clocks.png
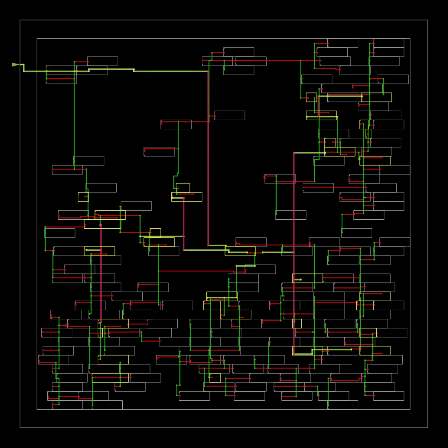
wires.png
(2 px per um) Two of the layers only.
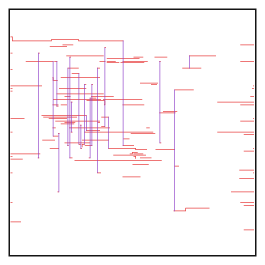
### src/rtl/wdb_agent_if.sv
// Bus bundle between the WDB agent and its surroundings: upstream entry
// allocation and data-write handshakes, arbiter dataram-write requests,
// the WDB macro port, the dataram write strobe and the ROB completion.
//   slave  : the agent side (wdb_agent)
//   master : the environment side (upstream, arbiter, WDB macro, ROB)
interface wdb_agent_if #(
   parameter int ENTRY_ID_WIDTH = 4,
   parameter int ROB_ID_WIDTH   = 6,
   parameter int TXNID_WIDTH    = 8
);
   logic                      alloc_vld;
   logic [ENTRY_ID_WIDTH-1:0] alloc_idx;
   logic                      alloc_rdy;

   logic                      us_wr_vld;
   logic [ENTRY_ID_WIDTH-1:0] us_wr_idx;
   logic                      us_wr_rdy;

   logic                      dataram_wr_vld;
   logic [ENTRY_ID_WIDTH-1:0] dataram_wr_entry_id;
   logic [ROB_ID_WIDTH-1:0]   dataram_wr_rob_id;
   logic [TXNID_WIDTH-1:0]    dataram_wr_txnid;
   logic                      dataram_wr_rdy;

   logic                      WDB_rdy;
   logic                      wdb_mem_en;
   logic                      wdb_wr_en;
   logic [ENTRY_ID_WIDTH-1:0] wdb_addr;

   logic                      sram_wr_vld;
   logic [ENTRY_ID_WIDTH-1:0] sram_wr_entry_id;
   logic [TXNID_WIDTH-1:0]    sram_wr_txnid;

   logic                      wr_done;
   logic [ROB_ID_WIDTH-1:0]   wr_done_idx;
   logic                      err;

   modport slave (
      output alloc_vld, alloc_idx,
      input  alloc_rdy,
      input  us_wr_vld, us_wr_idx,
      output us_wr_rdy,
      input  dataram_wr_vld, dataram_wr_entry_id, dataram_wr_rob_id, dataram_wr_txnid,
      output dataram_wr_rdy,
      input  WDB_rdy,
      output wdb_mem_en, wdb_wr_en, wdb_addr,
      output sram_wr_vld, sram_wr_entry_id, sram_wr_txnid,
      output wr_done, wr_done_idx, err
   );

   modport master (
      input  alloc_vld, alloc_idx,
      output alloc_rdy,
      output us_wr_vld, us_wr_idx,
      input  us_wr_rdy,
      output dataram_wr_vld, dataram_wr_entry_id, dataram_wr_rob_id, dataram_wr_txnid,
      input  dataram_wr_rdy,
      output WDB_rdy,
      input  wdb_mem_en, wdb_wr_en, wdb_addr,
      input  sram_wr_vld, sram_wr_entry_id, sram_wr_txnid,
      input  wr_done, wr_done_idx, err
   );
endinterface

### src/rtl/wdb_agent.sv
// Write data buffer agent. Hands out free WDB entries to upstream, accepts
// upstream data writes into them, accepts arbiter-granted dataram writes for
// entries holding data, reads those entries out over a fixed-latency pipe,
// strobes the dataram write, then reports completion to the ROB and returns
// the entry to the free pool.
// Ports:
//   clk  : clock
//   rst  : asynchronous reset, active high
//   bus  : wdb_agent_if.slave (alloc, us_wr, dataram_wr, WDB port,
//          sram write strobe, wr_done, sticky err)
//
// Per-entry state:
//   state    | meaning
//   ST_FREE  | in the free pool, may be offered on alloc
//   ST_ALLOC | handed to upstream, waiting for its data write
//   ST_FULL  | data present, waiting for a dataram write grant
//   ST_DRAIN | read-out in flight, freed on its wr_done cycle
module wdb_agent #(
   parameter int ENTRY_NUM        = 16,
   parameter int ENTRY_ID_WIDTH   = $clog2(ENTRY_NUM),
   parameter int ROB_ID_WIDTH     = 6,
   parameter int TXNID_WIDTH      = 8,
   parameter int WRITE_SRAM_DELAY = 4,
   parameter int WR_DONE_DELAY    = 8
) (
   input  logic       clk,
   input  logic       rst,
   wdb_agent_if.slave bus
);

   typedef enum logic [1:0] {
      ST_FREE  = 2'd0,
      ST_ALLOC = 2'd1,
      ST_FULL  = 2'd2,
      ST_DRAIN = 2'd3
   } ent_state_e;

   localparam int LAST = WR_DONE_DELAY - 1;
   localparam int SRAM = WRITE_SRAM_DELAY - 1;

   ent_state_e                state_q [ENTRY_NUM];
   ent_state_e                state_d [ENTRY_NUM];

   logic                      pvld_q [WR_DONE_DELAY];
   logic                      pvld_d [WR_DONE_DELAY];
   logic [ENTRY_ID_WIDTH-1:0] pent_q [WR_DONE_DELAY];
   logic [ENTRY_ID_WIDTH-1:0] pent_d [WR_DONE_DELAY];
   logic [ROB_ID_WIDTH-1:0]   prob_q [WR_DONE_DELAY];
   logic [ROB_ID_WIDTH-1:0]   prob_d [WR_DONE_DELAY];
   logic [TXNID_WIDTH-1:0]    ptxn_q [WR_DONE_DELAY];
   logic [TXNID_WIDTH-1:0]    ptxn_d [WR_DONE_DELAY];

   logic                      err_q;
   logic                      err_d;

   logic                      alloc_vld;
   logic [ENTRY_ID_WIDTH-1:0] alloc_idx;
   logic                      alloc_hs;
   logic                      us_wr_hs;
   logic                      dr_rdy;
   logic                      dr_hs;

   // State register
   always_ff @(posedge clk or posedge rst) begin
      if (rst) begin
         for (int i = 0; i < ENTRY_NUM; i++) state_q[i] <= ST_FREE;
         for (int k = 0; k < WR_DONE_DELAY; k++) begin
            pvld_q[k] <= 1'b0;
            pent_q[k] <= '0;
            prob_q[k] <= '0;
            ptxn_q[k] <= '0;
         end
         err_q <= 1'b0;
      end else begin
         for (int i = 0; i < ENTRY_NUM; i++) state_q[i] <= state_d[i];
         for (int k = 0; k < WR_DONE_DELAY; k++) begin
            pvld_q[k] <= pvld_d[k];
            pent_q[k] <= pent_d[k];
            prob_q[k] <= prob_d[k];
            ptxn_q[k] <= ptxn_d[k];
         end
         err_q <= err_d;
      end
   end

   // Output / handshake decode
   always_comb begin
      alloc_vld = 1'b0;
      alloc_idx = '0;
      // Scan downward so the last hit is the lowest free index.
      for (int i = ENTRY_NUM - 1; i >= 0; i--) begin
         if (state_q[i] == ST_FREE) begin
            alloc_vld = 1'b1;
            alloc_idx = ENTRY_ID_WIDTH'(i);
         end
      end
      alloc_hs = alloc_vld & bus.alloc_rdy;
      // The single WDB port goes to the upstream write first.
      us_wr_hs = bus.us_wr_vld & bus.WDB_rdy;
      dr_rdy   = bus.WDB_rdy & ~bus.us_wr_vld &
                 (state_q[bus.dataram_wr_entry_id] == ST_FULL);
      dr_hs    = bus.dataram_wr_vld & dr_rdy;
   end

   // Next state
   always_comb begin
      for (int i = 0; i < ENTRY_NUM; i++) state_d[i] = state_q[i];
      err_d = err_q;

      // The draining entry cannot collide with the other updates: alloc only
      // touches FREE entries and the dataram grant only FULL ones.
      if (pvld_q[LAST]) state_d[pent_q[LAST]] = ST_FREE;
      if (alloc_hs) state_d[alloc_idx] = ST_ALLOC;
      if (us_wr_hs) begin
         if (state_q[bus.us_wr_idx] == ST_ALLOC) state_d[bus.us_wr_idx] = ST_FULL;
         else                                    err_d = 1'b1;
      end
      if (dr_hs) state_d[bus.dataram_wr_entry_id] = ST_DRAIN;
      if (bus.alloc_rdy & ~alloc_vld) err_d = 1'b1;

      // Idle stages carry zero payload so the strobe outputs read 0 when idle.
      pvld_d[0] = dr_hs;
      pent_d[0] = dr_hs ? bus.dataram_wr_entry_id : '0;
      prob_d[0] = dr_hs ? bus.dataram_wr_rob_id   : '0;
      ptxn_d[0] = dr_hs ? bus.dataram_wr_txnid    : '0;
      for (int k = 1; k < WR_DONE_DELAY; k++) begin
         pvld_d[k] = pvld_q[k-1];
         pent_d[k] = pent_q[k-1];
         prob_d[k] = prob_q[k-1];
         ptxn_d[k] = ptxn_q[k-1];
      end
   end

   assign bus.alloc_vld        = alloc_vld;
   assign bus.alloc_idx        = alloc_idx;
   assign bus.us_wr_rdy        = bus.WDB_rdy;
   assign bus.dataram_wr_rdy   = dr_rdy;
   assign bus.wdb_mem_en       = us_wr_hs | dr_hs;
   assign bus.wdb_wr_en        = us_wr_hs;
   assign bus.wdb_addr         = us_wr_hs ? bus.us_wr_idx : bus.dataram_wr_entry_id;
   assign bus.sram_wr_vld      = pvld_q[SRAM];
   assign bus.sram_wr_entry_id = pent_q[SRAM];
   assign bus.sram_wr_txnid    = ptxn_q[SRAM];
   assign bus.wr_done          = pvld_q[LAST];
   assign bus.wr_done_idx      = prob_q[LAST];
   assign bus.err              = err_q;

endmodule
### src/flat_wrapper.sv
// flat-port wrapper written by rule: the top's interface ports become plain ports
module wdb_agent_flat 
#(
   parameter int ENTRY_NUM        = 16,
   parameter int ENTRY_ID_WIDTH   = $clog2(ENTRY_NUM),
   parameter int ROB_ID_WIDTH     = 6,
   parameter int TXNID_WIDTH      = 8,
   parameter int WRITE_SRAM_DELAY = 4,
   parameter int WR_DONE_DELAY    = 8
)
  (clk, rst, bus_alloc_vld, bus_alloc_idx, bus_alloc_rdy, bus_us_wr_vld, bus_us_wr_idx, bus_us_wr_rdy, bus_dataram_wr_vld, bus_dataram_wr_entry_id, bus_dataram_wr_rob_id, bus_dataram_wr_txnid, bus_dataram_wr_rdy, bus_WDB_rdy, bus_wdb_mem_en, bus_wdb_wr_en, bus_wdb_addr, bus_sram_wr_vld, bus_sram_wr_entry_id, bus_sram_wr_txnid, bus_wr_done, bus_wr_done_idx, bus_err);
  wdb_agent_if #(.ENTRY_ID_WIDTH(ENTRY_ID_WIDTH), .ROB_ID_WIDTH(ROB_ID_WIDTH), .TXNID_WIDTH(TXNID_WIDTH)) bus_i ();
  input  logic clk;
  input  logic rst;
  output wire logic [$bits(bus_i.alloc_vld)-1:0] bus_alloc_vld;
  output wire logic [$bits(bus_i.alloc_idx)-1:0] bus_alloc_idx;
  input wire logic [$bits(bus_i.alloc_rdy)-1:0] bus_alloc_rdy;
  input wire logic [$bits(bus_i.us_wr_vld)-1:0] bus_us_wr_vld;
  input wire logic [$bits(bus_i.us_wr_idx)-1:0] bus_us_wr_idx;
  output wire logic [$bits(bus_i.us_wr_rdy)-1:0] bus_us_wr_rdy;
  input wire logic [$bits(bus_i.dataram_wr_vld)-1:0] bus_dataram_wr_vld;
  input wire logic [$bits(bus_i.dataram_wr_entry_id)-1:0] bus_dataram_wr_entry_id;
  input wire logic [$bits(bus_i.dataram_wr_rob_id)-1:0] bus_dataram_wr_rob_id;
  input wire logic [$bits(bus_i.dataram_wr_txnid)-1:0] bus_dataram_wr_txnid;
  output wire logic [$bits(bus_i.dataram_wr_rdy)-1:0] bus_dataram_wr_rdy;
  input wire logic [$bits(bus_i.WDB_rdy)-1:0] bus_WDB_rdy;
  output wire logic [$bits(bus_i.wdb_mem_en)-1:0] bus_wdb_mem_en;
  output wire logic [$bits(bus_i.wdb_wr_en)-1:0] bus_wdb_wr_en;
  output wire logic [$bits(bus_i.wdb_addr)-1:0] bus_wdb_addr;
  output wire logic [$bits(bus_i.sram_wr_vld)-1:0] bus_sram_wr_vld;
  output wire logic [$bits(bus_i.sram_wr_entry_id)-1:0] bus_sram_wr_entry_id;
  output wire logic [$bits(bus_i.sram_wr_txnid)-1:0] bus_sram_wr_txnid;
  output wire logic [$bits(bus_i.wr_done)-1:0] bus_wr_done;
  output wire logic [$bits(bus_i.wr_done_idx)-1:0] bus_wr_done_idx;
  output wire logic [$bits(bus_i.err)-1:0] bus_err;
  assign bus_alloc_vld = bus_i.alloc_vld;
  assign bus_alloc_idx = bus_i.alloc_idx;
  assign bus_i.alloc_rdy = bus_alloc_rdy;
  assign bus_i.us_wr_vld = bus_us_wr_vld;
  assign bus_i.us_wr_idx = bus_us_wr_idx;
  assign bus_us_wr_rdy = bus_i.us_wr_rdy;
  assign bus_i.dataram_wr_vld = bus_dataram_wr_vld;
  assign bus_i.dataram_wr_entry_id = bus_dataram_wr_entry_id;
  assign bus_i.dataram_wr_rob_id = bus_dataram_wr_rob_id;
  assign bus_i.dataram_wr_txnid = bus_dataram_wr_txnid;
  assign bus_dataram_wr_rdy = bus_i.dataram_wr_rdy;
  assign bus_i.WDB_rdy = bus_WDB_rdy;
  assign bus_wdb_mem_en = bus_i.wdb_mem_en;
  assign bus_wdb_wr_en = bus_i.wdb_wr_en;
  assign bus_wdb_addr = bus_i.wdb_addr;
  assign bus_sram_wr_vld = bus_i.sram_wr_vld;
  assign bus_sram_wr_entry_id = bus_i.sram_wr_entry_id;
  assign bus_sram_wr_txnid = bus_i.sram_wr_txnid;
  assign bus_wr_done = bus_i.wr_done;
  assign bus_wr_done_idx = bus_i.wr_done_idx;
  assign bus_err = bus_i.err;
  wdb_agent #(.ENTRY_NUM(ENTRY_NUM), .ENTRY_ID_WIDTH(ENTRY_ID_WIDTH), .ROB_ID_WIDTH(ROB_ID_WIDTH), .TXNID_WIDTH(TXNID_WIDTH), .WRITE_SRAM_DELAY(WRITE_SRAM_DELAY), .WR_DONE_DELAY(WR_DONE_DELAY)) u_core (.clk(clk), .rst(rst), .bus(bus_i));
endmodule
### config.mk
export PLATFORM = sky130hd
export DESIGN_NAME = wdb_agent_flat
export DESIGN_NICKNAME = d
export VERILOG_FILES = /design/src/rtl/wdb_agent_if.sv /design/src/rtl/wdb_agent.sv /design/src/flat_wrapper.sv
export SDC_FILE = /design/constraint.sdc
export NUM_CORES = 1
export LEC_CHECK = 0
export CORE_MARGIN = 5
export CORE_UTILIZATION = 45
export DETAILED_ROUTE_END_ITERATION = 8
export GPL_TIMING_DRIVEN = 0
export PLACE_DENSITY_LB_ADDON = 0.08
export RECOVER_POWER = 25
export SETUP_SLACK_MARGIN = 0.15
export SLEW_MARGIN = 20
export SYNTH_ARGS = -nofsm -noshare
export SYNTH_HDL_FRONTEND = slang
export SYNTH_SLANG_ARGS = --single-unit
export TNS_END_PERCENT = 30
### constraint.sdc
create_clock -name clk -period 8.09 [get_ports clk]
set_clock_uncertainty 0.1 [all_clocks]
set_input_delay 1.618 -clock clk [delete_from_list [all_inputs] [get_ports clk]]
set_output_delay 1.618 -clock clk [all_outputs]
set_load 0.02 [all_outputs]
==> flow_summary.json <==
{
  "reg2reg_slack_ns": 5.12,
  "arrival_ns": 4.72,
  "numClockSinks": 153,
  "lay_top_count": "dfrtp_1",
  "ys_cells": 454,
  "ctsResizeCount": 0,
  "firstDrtPassIters": 5,
  "final_cell_mix": "153 x dfrtp_1, 55 x clkdlybuf4s50_1, 36 x nand2_1, 25 x o21ai_0, 24 x nor2_1",
  "final.setup.tns_ns": 0,
  "synth_cell_types": 47,
  "antenna_found_initial": 0,
  "core_util_floorplan": 0.455,
  "hp-class": "reg -> reg",
  "status": "finished, final reports clean",
  "total_leakage_power_nw": 3.24,
  "cts_buffer_depth": 2,
  "syn_inst": 454,
  "dieArea_sq_um": 15000,
  "worst_pin_slew_ns": 1.10,
  "die_h_um": 123,
  "synth_top_area_share": 0.672,
  "seqPwrFrac": 0.403,
  "fp_nets": 482,
  "wirelength_um": 15000,
  "drtIter0Drc": 321,
  "clkTransAtPathRegs_ns": 0.06,
  "startpoint_type": "input pin",
  "grt_max_degree": 104,
  "top_area_cell": "dfrtp_1",
  "worstSkewPairLatency_ns": 0.42,
  "nFillCells": 1063,
  "topCellsByArea": "dfrtp_1 67%, mux4_2 3.2%, nand2_1 2.4%",
  "stdcell_area_sq_um": 7110,
  "cts_root_buf": "clkbuf_16",
  "nNetsFinal": 557,
  "grt_first_pass_wirelength_um": 23000,
  "relSlewSlack": 0.260,
  "instances_no_fill": 714,
  "fin_crit_ns": 6.44,
  "fmax_mhz": 155,
  "cap_violations": 0,
  "whs_ns": 0.241,
  "remaining_drc_errors": 0,
  "grt_pass1_vias": 4089,
  "final_max_slew_viol_count": 0,
  "tool_warnings": 28,
  "ys_seq_frac": 0.672,
  "drt-wirelength-per-cell_um": 21.0
}
-- clocks.png (at the start) --
Num CTS Buffers: 17
clock buffer count: 21
Flops: 153

-- wires.png (at the start) --
[purple] metal 4 | wire length: 658 um
[red] metal 3 | wire length: 921 um

-- cell usage after synthesis (6+ instances only) --
cell      instances
dfrtp_1         153
nand2_1          36
o21ai_0          25
nor2_1           24
a21oi_1          19
and2_1           19
o22ai_1          19
buf_4            13
inv_1            13
clkbuf_1         12
nand3_1          12
nor4_1           11
mux4_2            8
nor2b_1           7
nor3b_1           7
a31oi_1           6
nand2b_1          6
-- worst max-delay path, stage by stage --
cell and delay (ns):
clkbuf_1 0.34, clkbuf_1 0.50, mux4_2 0.41, a22o_1 0.26
nor4_4 0.40, clkbuf_1 0.41, nand2b_1 0.16, clkdlybuf4s50_1 0.62
-- how the worst min path moves through the flow --
stage | start | end | slack [ns] | cells past startpoint
6_report | u_core.pent_d[10]$_DFF_PP0_ | u_core.pent_d[6]$_DFF_PP0_ | 0.24 | 0
5_1_grt | u_core.pent_d[18]$_DFF_PP0_ | u_core.bus.sram_wr_entry_id[2]$_DFF_PP0_ | 0.24 | 0
4_1_cts | u_core.pent_d[10]$_DFF_PP0_ | u_core.pent_d[6]$_DFF_PP0_ | 0.24 | 0
3_5_place_dp | u_core.pent_d[10]$_DFF_PP0_ | u_core.pent_d[6]$_DFF_PP0_ | 0.23 | 0
3_3_place_gp | u_core.prob_d[21]$_DFF_PP0_ | u_core.prob_d[15]$_DFF_PP0_ | 0.23 | 0
2_1_floorplan | u_core.pent_d[16]$_DFF_PP0_ | u_core.bus.sram_wr_entry_id[0]$_DFF_PP0_ | 0.23 | 0
-- kinds of logic (layout without fill, tap and decap cells) --
| group | count (synthesis) | after routing | synth area share |
|---|---|---|---|
| AND-OR/OR-AND | 106 | 106 | 0.121 |
| AND/OR/NAND/NOR | 143 | 143 | 0.133 |
| flip-flops | 153 | 153 | 0.672 |
| multiplexers | 11 | 11 | 0.0375 |
| buffers and inverters | 41 | 129 | 0.0362 |
-- layer usage --
| metal | routed length (um) | global-route usage | vias to the layer above |
|---|---|---|---|
| met3 | 920 | 0.0498 | 48 |
| met5 | 0 | 0 | - |
| met2 | 6830 | 0.315 | 181 |
| met1 | 6550 | 0.286 | 2031 |
| met4 | 657 | 0.118 | 0 |
| li1 | - | - | 1778 |
-- registers in the layout, indices dropped and copies added, names as in the netlist --
register,flops
u_core.prob_d,42
u_core.ptxn_d,24
u_core.bus.sram_wr_txnid,8
u_core.bus.err,1
u_core.bus.wr_done_idx,6
u_core.bus.wr_done,1
u_core.pvld_d,6
u_core.bus.sram_wr_vld,1
u_core.pent_q,4
u_core.pent_d,24
u_core.bus.sram_wr_entry_id,4
u_core.state_q,32
-- power by group through the flow --
stage	Sequential (W)	Clock (W)	Combinational, W
final	0.000945	0.000798	0.000600
after global routing	0.000954	0.000847	0.000646
after CTS	0.000939	0.000812	0.000595
after detailed placement	0.000952	0	0.000592
after global placement	0.000954	0	0.000585
after floorplan	0.000912	0	0.000379
-- cell type report --
cell class	instances	area, sq um	area share
Sequential cell	153	3830	0.538
Multi-Input combinational cell	260	1670	0.235
Timing Repair Buffer	56	578	0.0813
Clock buffer	21	470	0.0661
Tap cell	172	215	0.0302
Buffer	28	158	0.0222
Clock inverter	11	135	0.0190
Inverter	13	56.3	0.00791
Power and IR drop assume default switching activity.
